Fig. 1: run 1, supply network
Bar = 20 µm. Pins as bars on the die edge.
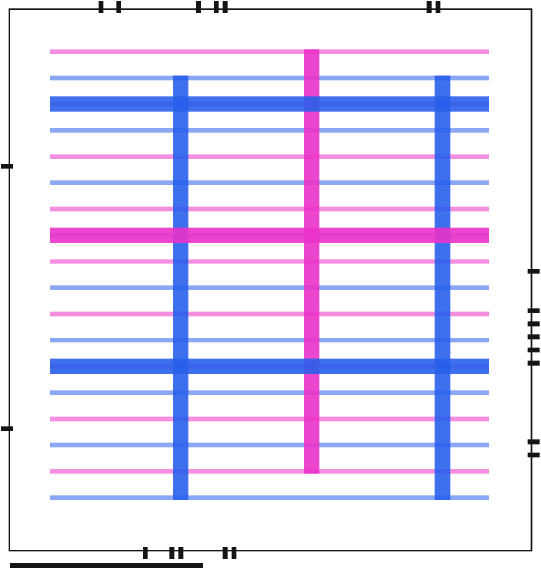
Fig. 2: run 1, placement by cell class
Bar = 20 µm.
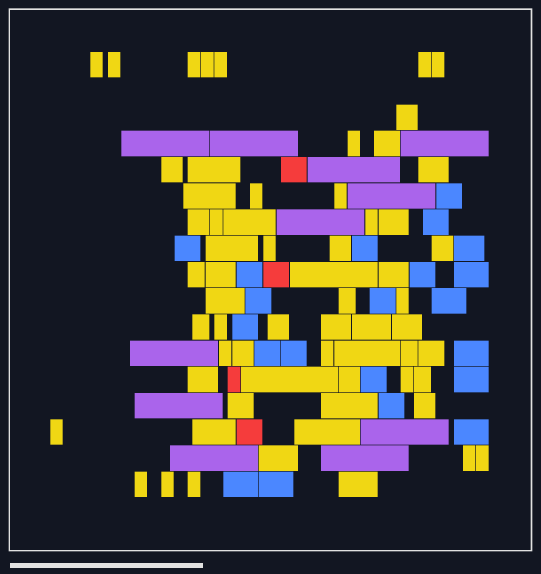
Fig. 3: run 1, clock distribution
Bar = 20 µm.
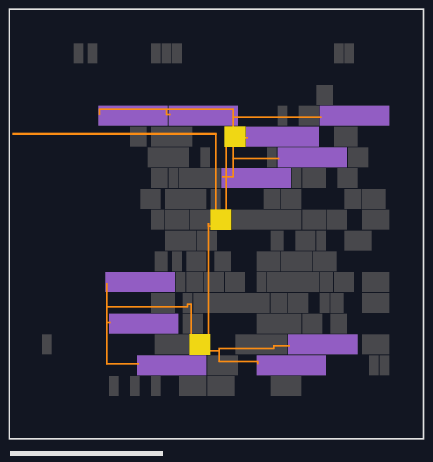
Fig. 4: run 1, wiring by layer
Two of the layers only.
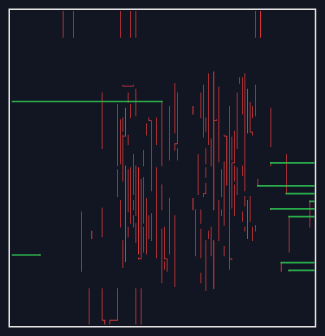
### src/rtl/song_seq_pkg.sv
// Shared types and default widths for the song sequencer and its note ROM.
package song_seq_pkg;

   localparam int DEF_SONG_W = 2;
   localparam int DEF_IDX_W  = 5;
   localparam int DEF_NOTE_W = 6;
   localparam int DEF_DUR_W  = 6;
   localparam int WORD_W     = DEF_NOTE_W + DEF_DUR_W;

   // A zero duration in a ROM word terminates the song early.
   localparam int END_MARK   = 0;

   typedef enum logic [2:0] {
      IDLE,
      FETCH,
      LOAD,
      WAIT,
      PAUSE,
      DONE
   } state_t;

   function automatic logic is_busy(state_t s);
      return (s != IDLE) && (s != DONE);
   endfunction

endpackage

### src/rtl/song_sequencer_if.sv
// Control/player-side signals of the sequencer; master is the sequencer itself.
interface song_sequencer_if #(
   parameter int SONG_W = 2,
   parameter int NOTE_W = 6,
   parameter int DUR_W  = 6
);
   logic              play;
   logic              loop;
   logic [SONG_W-1:0] song;
   logic              note_done;
   logic [NOTE_W-1:0] note;
   logic [DUR_W-1:0]  duration;
   logic              new_note;
   logic              song_done;
   logic              busy;

   modport master (
      input  play, loop, song, note_done,
      output note, duration, new_note, song_done, busy
   );

   modport slave (
      output play, loop, song, note_done,
      input  note, duration, new_note, song_done, busy
   );
endinterface

### src/rtl/song_rom.sv
// Note ROM with a registered read port; contents come from a flattened image
// parameter (word a at bits [a*DATA_W +: DATA_W]) generated from the song file.
module song_rom
   import song_seq_pkg::*;
#(
   parameter int ADDR_W = DEF_SONG_W + DEF_IDX_W,
   parameter int DATA_W = WORD_W,
   parameter logic [(2**ADDR_W)*DATA_W-1:0] INIT = '0
) (
   input  logic              clk_i,
   input  logic              rst_ni,
   input  logic [ADDR_W-1:0] addr_i,
   output logic [DATA_W-1:0] data_o
);

   localparam int DEPTH = 2**ADDR_W;

   logic [DATA_W-1:0] mem [DEPTH];
   logic [DATA_W-1:0] data_q;

   for (genvar a = 0; a < DEPTH; a++) begin : g_mem
      assign mem[a] = INIT[a*DATA_W +: DATA_W];
   end

   // The read register clears with reset so a stale word never reaches LOAD.
   always_ff @(posedge clk_i or negedge rst_ni) begin
      if (!rst_ni) begin
         data_q <= '0;
      end else begin
         data_q <= mem[addr_i];
      end
   end

   assign data_o = data_q;

endmodule

### src/rtl/song_sequencer.sv
// Walks one song of the note ROM, handing {note, duration} pairs to the note
// player; handles end markers, looping, pausing and song switching at note boundaries.
module song_sequencer
   import song_seq_pkg::*;
#(
   parameter int SONG_W = DEF_SONG_W,
   parameter int IDX_W  = DEF_IDX_W,
   parameter int NOTE_W = DEF_NOTE_W,
   parameter int DUR_W  = DEF_DUR_W,
   parameter logic [(2**(SONG_W+IDX_W))*(NOTE_W+DUR_W)-1:0] ROM_INIT = '0
) (
   input  logic              clk,
   input  logic              reset_n,
   song_sequencer_if.master  seq_if
);

   localparam int ADDR_W = SONG_W + IDX_W;
   localparam int ROM_W  = NOTE_W + DUR_W;
   localparam logic [IDX_W-1:0] IDX_LAST = '1;

   state_t            state_q, state_d;
   logic [IDX_W-1:0]  idx_q, idx_d;
   logic [SONG_W-1:0] song_q, song_d;
   logic [NOTE_W-1:0] note_q, note_d;
   logic [DUR_W-1:0]  dur_q, dur_d;
   logic              new_note_q, new_note_d;
   logic              song_done_q, song_done_d;
   logic              end_song;

   logic [ROM_W-1:0]  rom_data;
   logic [NOTE_W-1:0] rom_note;
   logic [DUR_W-1:0]  rom_dur;

   song_rom #(
      .ADDR_W (ADDR_W),
      .DATA_W (ROM_W),
      .INIT   (ROM_INIT)
   ) u_rom (
      .clk_i  (clk),
      .rst_ni (reset_n),
      .addr_i ({song_q, idx_q}),
      .data_o (rom_data)
   );

   assign {rom_note, rom_dur} = rom_data;

   always_comb begin
      state_d     = state_q;
      idx_d       = idx_q;
      song_d      = song_q;
      note_d      = note_q;
      dur_d       = dur_q;
      new_note_d  = 1'b0;
      song_done_d = 1'b0;
      end_song    = 1'b0;

      unique case (state_q)
         IDLE: begin
            idx_d = '0;
            if (seq_if.play) begin
               song_d  = seq_if.song;
               state_d = FETCH;
            end
         end
         FETCH: state_d = LOAD;
         LOAD: begin
            if (rom_dur == DUR_W'(END_MARK)) begin
               end_song = 1'b1;
            end else begin
               note_d     = rom_note;
               dur_d      = rom_dur;
               new_note_d = 1'b1;
               state_d    = WAIT;
            end
         end
         WAIT: begin
            if (seq_if.note_done) begin
               // The last slot ends the song even if a switch is pending.
               if (idx_q == IDX_LAST) begin
                  end_song = 1'b1;
               end else begin
                  if (seq_if.song != song_q) begin
                     song_d = seq_if.song;
                     idx_d  = '0;
                  end else begin
                     idx_d  = idx_q + 1'b1;
                  end
                  state_d = seq_if.play ? FETCH : PAUSE;
               end
            end
         end
         PAUSE: begin
            if (seq_if.play) begin
               if (seq_if.song != song_q) begin
                  song_d = seq_if.song;
                  idx_d  = '0;
               end
               state_d = FETCH;
            end
         end
         DONE: begin
            // Waiting for play to drop stops a held play level from replaying.
            if (!seq_if.play) state_d = IDLE;
         end
         default: state_d = IDLE;
      endcase

      if (end_song) begin
         song_done_d = 1'b1;
         idx_d       = '0;
         state_d     = (seq_if.loop && seq_if.play) ? FETCH : DONE;
      end
   end

   always_ff @(posedge clk or negedge reset_n) begin
      if (!reset_n) begin
         state_q     <= IDLE;
         idx_q       <= '0;
         song_q      <= '0;
         note_q      <= '0;
         dur_q       <= '0;
         new_note_q  <= 1'b0;
         song_done_q <= 1'b0;
      end else begin
         state_q     <= state_d;
         idx_q       <= idx_d;
         song_q      <= song_d;
         note_q      <= note_d;
         dur_q       <= dur_d;
         new_note_q  <= new_note_d;
         song_done_q <= song_done_d;
      end
   end

   assign seq_if.note      = note_q;
   assign seq_if.duration  = dur_q;
   assign seq_if.new_note  = new_note_q;
   assign seq_if.song_done = song_done_q;
   assign seq_if.busy      = is_busy(state_q);

endmodule

### src/flat_wrapper.sv
// flat-port wrapper written by rule: the top's interface ports become plain ports
module song_sequencer_flat import song_seq_pkg::*;
#(
   parameter int SONG_W = DEF_SONG_W,
   parameter int IDX_W  = DEF_IDX_W,
   parameter int NOTE_W = DEF_NOTE_W,
   parameter int DUR_W  = DEF_DUR_W,
   parameter logic [(2**(SONG_W+IDX_W))*(NOTE_W+DUR_W)-1:0] ROM_INIT = '0
)
  (clk, reset_n, seq_if_play, seq_if_loop, seq_if_song, seq_if_note_done, seq_if_note, seq_if_duration, seq_if_new_note, seq_if_song_done, seq_if_busy);
  song_sequencer_if #(.SONG_W(SONG_W), .NOTE_W(NOTE_W), .DUR_W(DUR_W)) seq_if_i ();
  input  logic clk;
  input  logic reset_n;
  input wire logic [$bits(seq_if_i.play)-1:0] seq_if_play;
  input wire logic [$bits(seq_if_i.loop)-1:0] seq_if_loop;
  input wire logic [$bits(seq_if_i.song)-1:0] seq_if_song;
  input wire logic [$bits(seq_if_i.note_done)-1:0] seq_if_note_done;
  output wire logic [$bits(seq_if_i.note)-1:0] seq_if_note;
  output wire logic [$bits(seq_if_i.duration)-1:0] seq_if_duration;
  output wire logic [$bits(seq_if_i.new_note)-1:0] seq_if_new_note;
  output wire logic [$bits(seq_if_i.song_done)-1:0] seq_if_song_done;
  output wire logic [$bits(seq_if_i.busy)-1:0] seq_if_busy;
  assign seq_if_i.play = seq_if_play;
  assign seq_if_i.loop = seq_if_loop;
  assign seq_if_i.song = seq_if_song;
  assign seq_if_i.note_done = seq_if_note_done;
  assign seq_if_note = seq_if_i.note;
  assign seq_if_duration = seq_if_i.duration;
  assign seq_if_new_note = seq_if_i.new_note;
  assign seq_if_song_done = seq_if_i.song_done;
  assign seq_if_busy = seq_if_i.busy;
  song_sequencer #(.SONG_W(SONG_W), .IDX_W(IDX_W), .NOTE_W(NOTE_W), .DUR_W(DUR_W), .ROM_INIT(ROM_INIT)) u_core (.clk(clk), .reset_n(reset_n), .seq_if(seq_if_i));
endmodule
### config.mk
export PLATFORM = sky130hd
export DESIGN_NAME = song_sequencer_flat
export DESIGN_NICKNAME = d
export VERILOG_FILES = /design/src/rtl/song_seq_pkg.sv /design/src/rtl/song_sequencer_if.sv /design/src/rtl/song_rom.sv /design/src/rtl/song_sequencer.sv /design/src/flat_wrapper.sv
export SDC_FILE = /design/constraint.sdc
export NUM_CORES = 1
export LEC_CHECK = 0
export CAP_MARGIN = 40
export CORE_AREA = 4 4 50 52
export CTS_CLUSTER_DIAMETER = 150
export DETAILED_ROUTE_END_ITERATION = 7
export DIE_AREA = 0 0 54 56
export PLACE_DENSITY = 0.73
export SYNTH_ARGS = -nofsm -noshare
export SYNTH_HDL_FRONTEND = slang
export SYNTH_SLANG_ARGS = --single-unit
### constraint.sdc
create_clock -name clk -period 1.9 [get_ports clk]
set_input_delay 0.475 -clock clk [delete_from_list [all_inputs] [get_ports clk]]
set_output_delay 0.475 -clock clk [all_outputs]
set_load 0.02 [all_outputs]
==> results.txt, run 1 <==
run metrics: RD Place Congestion=0.716, Crit. End Element=register, Place WS=-0.188 ns, post-route antenna net violation count=0, Max-area cell share=~34%, synth cell count leaders=buf_4, dfrtp_1, nor2_1, Antenna diodes=0, biggest area cells=dfrtp_1, buf_4, mux2_4, flop count=11, worst setup slack after layout=0.0825 ns, number of cells in Yosys stat=78, routed wire length on met3=76 µm, setup repair after global routing missed its margin=yes, switching power total=0.438 mW, Commonest flop=dfrtp_1, instance count on the critical path=8, top-count cell post-synth=buf_4, H-Tree Depth=1, outcome=complete, no violations, Main logic family=buffers and inverters, combinational power share=53.5%, critical path launch point type=register, Syn Area/Cell=10.4 µm², cell depth of the worst flop-to-flop path=8, Non-clock buffers, area share=roughly 18%, register share after synthesis=about 34%, pwr dens=1140 mW/mm², cell taking the most area after synthesis=dfrtp_1, xor/xnor share=around 6.5%, port buffer count=8, crit-path cells=ha_2 -> and3_4 -> ha_4 -> a21boi_2 -> nand4_1 -> buf_4 -> nor2_2 -> mux2_4, DR DRC count=0, # Taps=28, Worst Tran Pin Value=0.520 ns, Reg clk slew, reported paths=0.07 ns, Flops after synth=11, Seq power=roughly 0.37 mW, tally of OpenROAD warnings=27
## Picture notes: Fig. 1
color	net
magenta	VDD
blue	VSS
met4 straps	3
met5 straps	3
met1 rails	18
rows	17
signal pins	22
core area: 0.00211 mm²
DIE HEIGHT: 56 µm
Worst VDD drop: 496 µV
Die Wd: 54 µm

## Picture notes: Fig. 2
color	class	cells	share of their area
purple	flip-flops	11	29%
blue	other buffers and delay cells	21	18%
yellow	all other logic	62	50%
red	clock drivers and dummy loads	4	2.7%
Site Rows: 17
sequential cell area share: 27.8%
design area: 993 µm²

## Picture notes: Fig. 3
[purple] flip-flops | count: 11
[orange] clock wires | length: 165 µm
[yellow] cells driving clock nets | count: 3
routed clock nets	4
clock share of power: 13.9%
skew final: 0.000787 ns
clock latency on the worst-skew pair: 0.26 ns

## Picture notes: Fig. 4
color	layer	wire length
red	met2	737 µm
green	met3	76.4 µm
Detailed Route WL: 1390 µm
WL/cell: 11.0 µm
GRT Resource Usage Total: 10.7%

[run 1: final timing paths]
path / endpoint / startpoint / slack [ns]
setup / recovery: u_core.idx_q[0]$_DFFE_PN0P_ / u_core.idx_q[1]$_DFFE_PN0P_ / 0.08
hold / removal: u_core.idx_q[2]$_DFFE_PN0P_ / reset_n / 0.55
setup reg to reg: u_core.idx_q[0]$_DFFE_PN0P_ / u_core.idx_q[1]$_DFFE_PN0P_ / 0.08
hold reg to reg: u_core.song_q[0]$_DFFE_PN0P_ / u_core.song_q[0]$_DFFE_PN0P_ / 0.57
max in group asynchronous: u_core.state_q[1]$_DFFE_PN0P_ / reset_n / 0.97
min in group clk: u_core.song_q[0]$_DFFE_PN0P_ / u_core.song_q[0]$_DFFE_PN0P_ / 0.57
==> run 2: changes to the inputs <==
--- a/config.mk
+++ b/config.mk
@@ -5,12 +5,13 @@
 export SDC_FILE = /design/constraint.sdc
 export NUM_CORES = 1
 export LEC_CHECK = 0
+export ABC_AREA = 1
 export CAP_MARGIN = 40
-export CORE_AREA = 4 4 50 52
+export CORE_AREA = 4 4 54 56
 export CTS_CLUSTER_DIAMETER = 150
 export DETAILED_ROUTE_END_ITERATION = 7
-export DIE_AREA = 0 0 54 56
-export PLACE_DENSITY = 0.73
+export DIE_AREA = 0 0 58 60
+export PLACE_DENSITY = 0.69
 export SYNTH_ARGS = -nofsm -noshare
 export SYNTH_HDL_FRONTEND = slang
 export SYNTH_SLANG_ARGS = --single-unit
==> results.txt, run 2 <==
run metrics: DIE HEIGHT=60 µm, H-Tree Depth=1, Commonest flop=dfrtp_1, biggest area cells=dfrtp_1, nand2_1, buf_4, design area=0.00103 mm², Antenna diodes=0, Worst Tran Pin Value=0.505 ns, reg2reg end=u_core.idx_q[0]$_DFFE_PN0P_, routed wire length on met3=81 µm, number of cells in Yosys stat=129, Flops after synth=11, tally of OpenROAD warnings=27, Reg clk slew, reported paths=0.08 ns, RD Place Congestion=0.898, instance count on the critical path=5, synth cell count leaders=nand2_1, buf_4, dfrtp_1, inv_1, register share after synthesis=29.8%, Worst R2R Start=u_core.idx_q[0]$_DFFE_PN0P_, setup repair after global routing missed its margin=yes, Syn Area/Cell=7.17 µm², Seq power=0.351 mW, sequential cell area share=26.6%, hold wc startpoint=u_core.idx_q[1]$_DFFE_PN0P_, worst-case hold path end point=u_core.idx_q[1]$_DFFE_PN0P_, combinational power share=between 50% and 60%, pwr dens=1250 mW/mm², worst setup slack after layout=0.0561 ns, cell taking the most area after synthesis=dfrtp_1, Worst Setup SP=u_core.state_q[1]$_DFFE_PN0P_, outcome=complete, no violations, switching power total=0.634 mW, cell depth of the worst flop-to-flop path=10, top-count cell post-synth=nand2_1, Crit. End Element=output pin, critical path launch point type=register, post-route antenna net violation count=0, Die Wd=58 µm, Flop pwr share=between 20% and 30%, core area=between 0.002 and 0.0025 mm², # Taps=30
==> run 2: cell count changes after synthesis, moves of 3 or more <==
cell     previous run  this run
nor2_1              7        10
nand3_1             1        10
nand2_2             1         6
o21ai_0             1         4
inv_2               0         5
inv_1               4        11
mux2_4              3         0
nand2_1             2        35
nor2_4              0         4
==> run 2: logic make-up (layout without fill, tap and decap cells) <==
kind of cell / Yosys count / count (layout) / share of synthesized area (%)
flip-flops: 11 / 11 / 29.8
other: 1 / 13 / 0.406
AND-OR/OR-AND: 8 / 8 / 4.74
adder cells (fa/ha/maj): 2 / 2 / 2.71
AND/OR/NAND/NOR: 75 / 75 / 42.5
XOR/XNOR: 3 / 3 / 2.84
buffers and inverters: 29 / 30 / 17.0
Fig. 5: run 2, clock distribution
Bar = 20 µm.
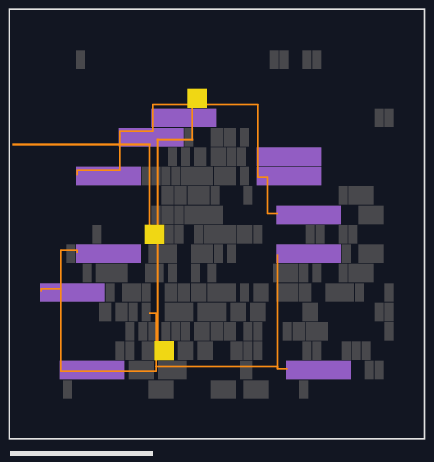
[orange] clock wires | length: 211 µm
[yellow] cells driving clock nets | count: 3
[purple] flip-flops | count: 11
routed clock nets	4
clock share of power: 13.2%
power in the clock group: 0.170 mW
skew final: 0.00530 ns
clock latency on the worst-skew pair: 0.28 ns

Fig. 6: run 2, wiring by layer
Two of the layers only.
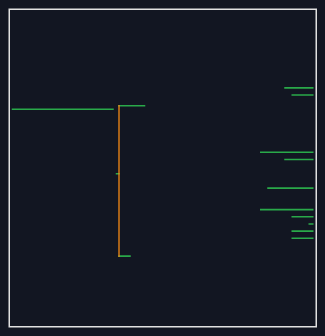
color	layer	wire length
green	met3	81.4 µm
orange	met4	28.6 µm
WL/cell: 10.2 µm
GRT Resource Usage Total: 11.3%
via count: 769
Detailed Route WL: 1760 µm

==> run 3: changes to the inputs <==
--- a/config.mk
+++ b/config.mk
@@ -11,6 +11,7 @@
 export CTS_CLUSTER_DIAMETER = 150
 export DETAILED_ROUTE_END_ITERATION = 7
 export DIE_AREA = 0 0 58 60
+export GPL_ROUTABILITY_DRIVEN = 0
 export PLACE_DENSITY = 0.69
 export SYNTH_ARGS = -nofsm -noshare
 export SYNTH_HDL_FRONTEND = slang
==> results.txt, run 3 <==
run metrics: via count=between 700 and 800, and+or+nand+nor area frac=42.5%, Multiplexer share=0%, reg2reg end=u_core.idx_q[0]$_DFFE_PN0P_, critical path launch point type=register, pwr dens=~1200 mW/mm², worst setup slack after layout=around 0.056 ns, Worst R2R Setup Slack=0.16 ns, # Taps=30, Commonest flop=dfrtp_1, WL/cell=10.2 µm, Detailed Route WL=~1800 µm, Crit. End Element=output pin, hold wc startpoint=u_core.idx_q[1]$_DFFE_PN0P_, Site Rows=18, DR DRC count=0, GRT Resource Usage Total=about 11%, ao+oa area frac=4.74%, outcome=complete, no violations, Place WS=0.0614 ns, Antenna diodes=0, Worst Tran Pin Value=~0.51 ns, register share after synthesis=between 20 and 30%, post-route antenna net violation count=0, number of cells in Yosys stat=roughly 130
## run 3: repair_timing
action,4_1_cts,5_1_grt
gates resized,1,2
pin swaps,0,0
setup endpoints to repair,1,6
## run 3: where the power goes
group | switching (mW) | internal (mW)
Clock | 0.0885 | 0.0816
Sequential | 0.0543 | 0.297
Combinational | 0.492 | 0.278
Total | 0.634 | 0.656
## run 3: per-stage QoR
stage	cell area, µm²	utilization (%)	hold slack (ns)	cells
after global placement	1000	41.3	0.464	168
after floorplan	970	-	0.179	141
final	1030	42.5	0.512	172
after global routing	1030	42.5	0.543	172
after detailed placement	1000	41.3	0.497	168
after CTS	1030	42.3	0.515	172
## run 3: critical path: stages (launching register included)
cell and delay, ns:
dfrtp_1 0.44, inv_2 0.09, nand2_4 0.11, nand2_1 0.05
o21ai_0 0.07, clkdlybuf4s15_1 0.32
Fig. 7: run 3, cell outlines without signal wires
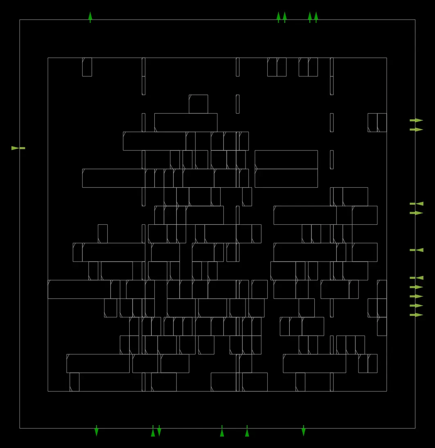
final cell count without fillers: 172
number of fill cells: 255

Fig. 8: run 3, supply network
Bar = 20 µm. Pins as bars on the die edge.
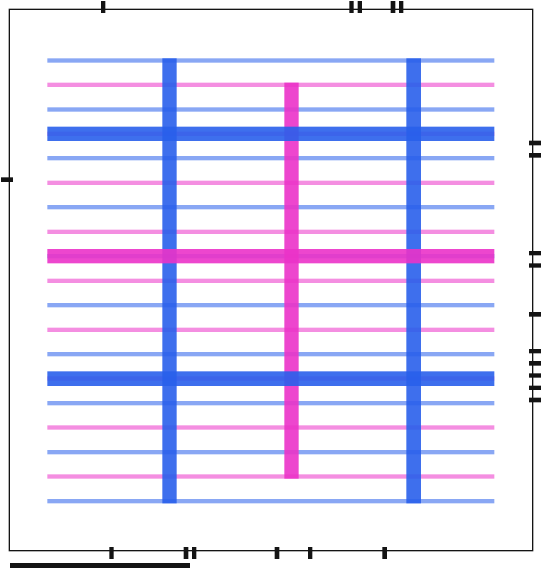
color	net
blue	VSS
magenta	VDD
met4 straps	3
rows	18
met5 straps	3
signal pins	22
Worst VDD drop: 698 µV
Die Wd: 58 µm
core area: 0.00243 mm²

Power is estimated from default activity; no workload was simulated.
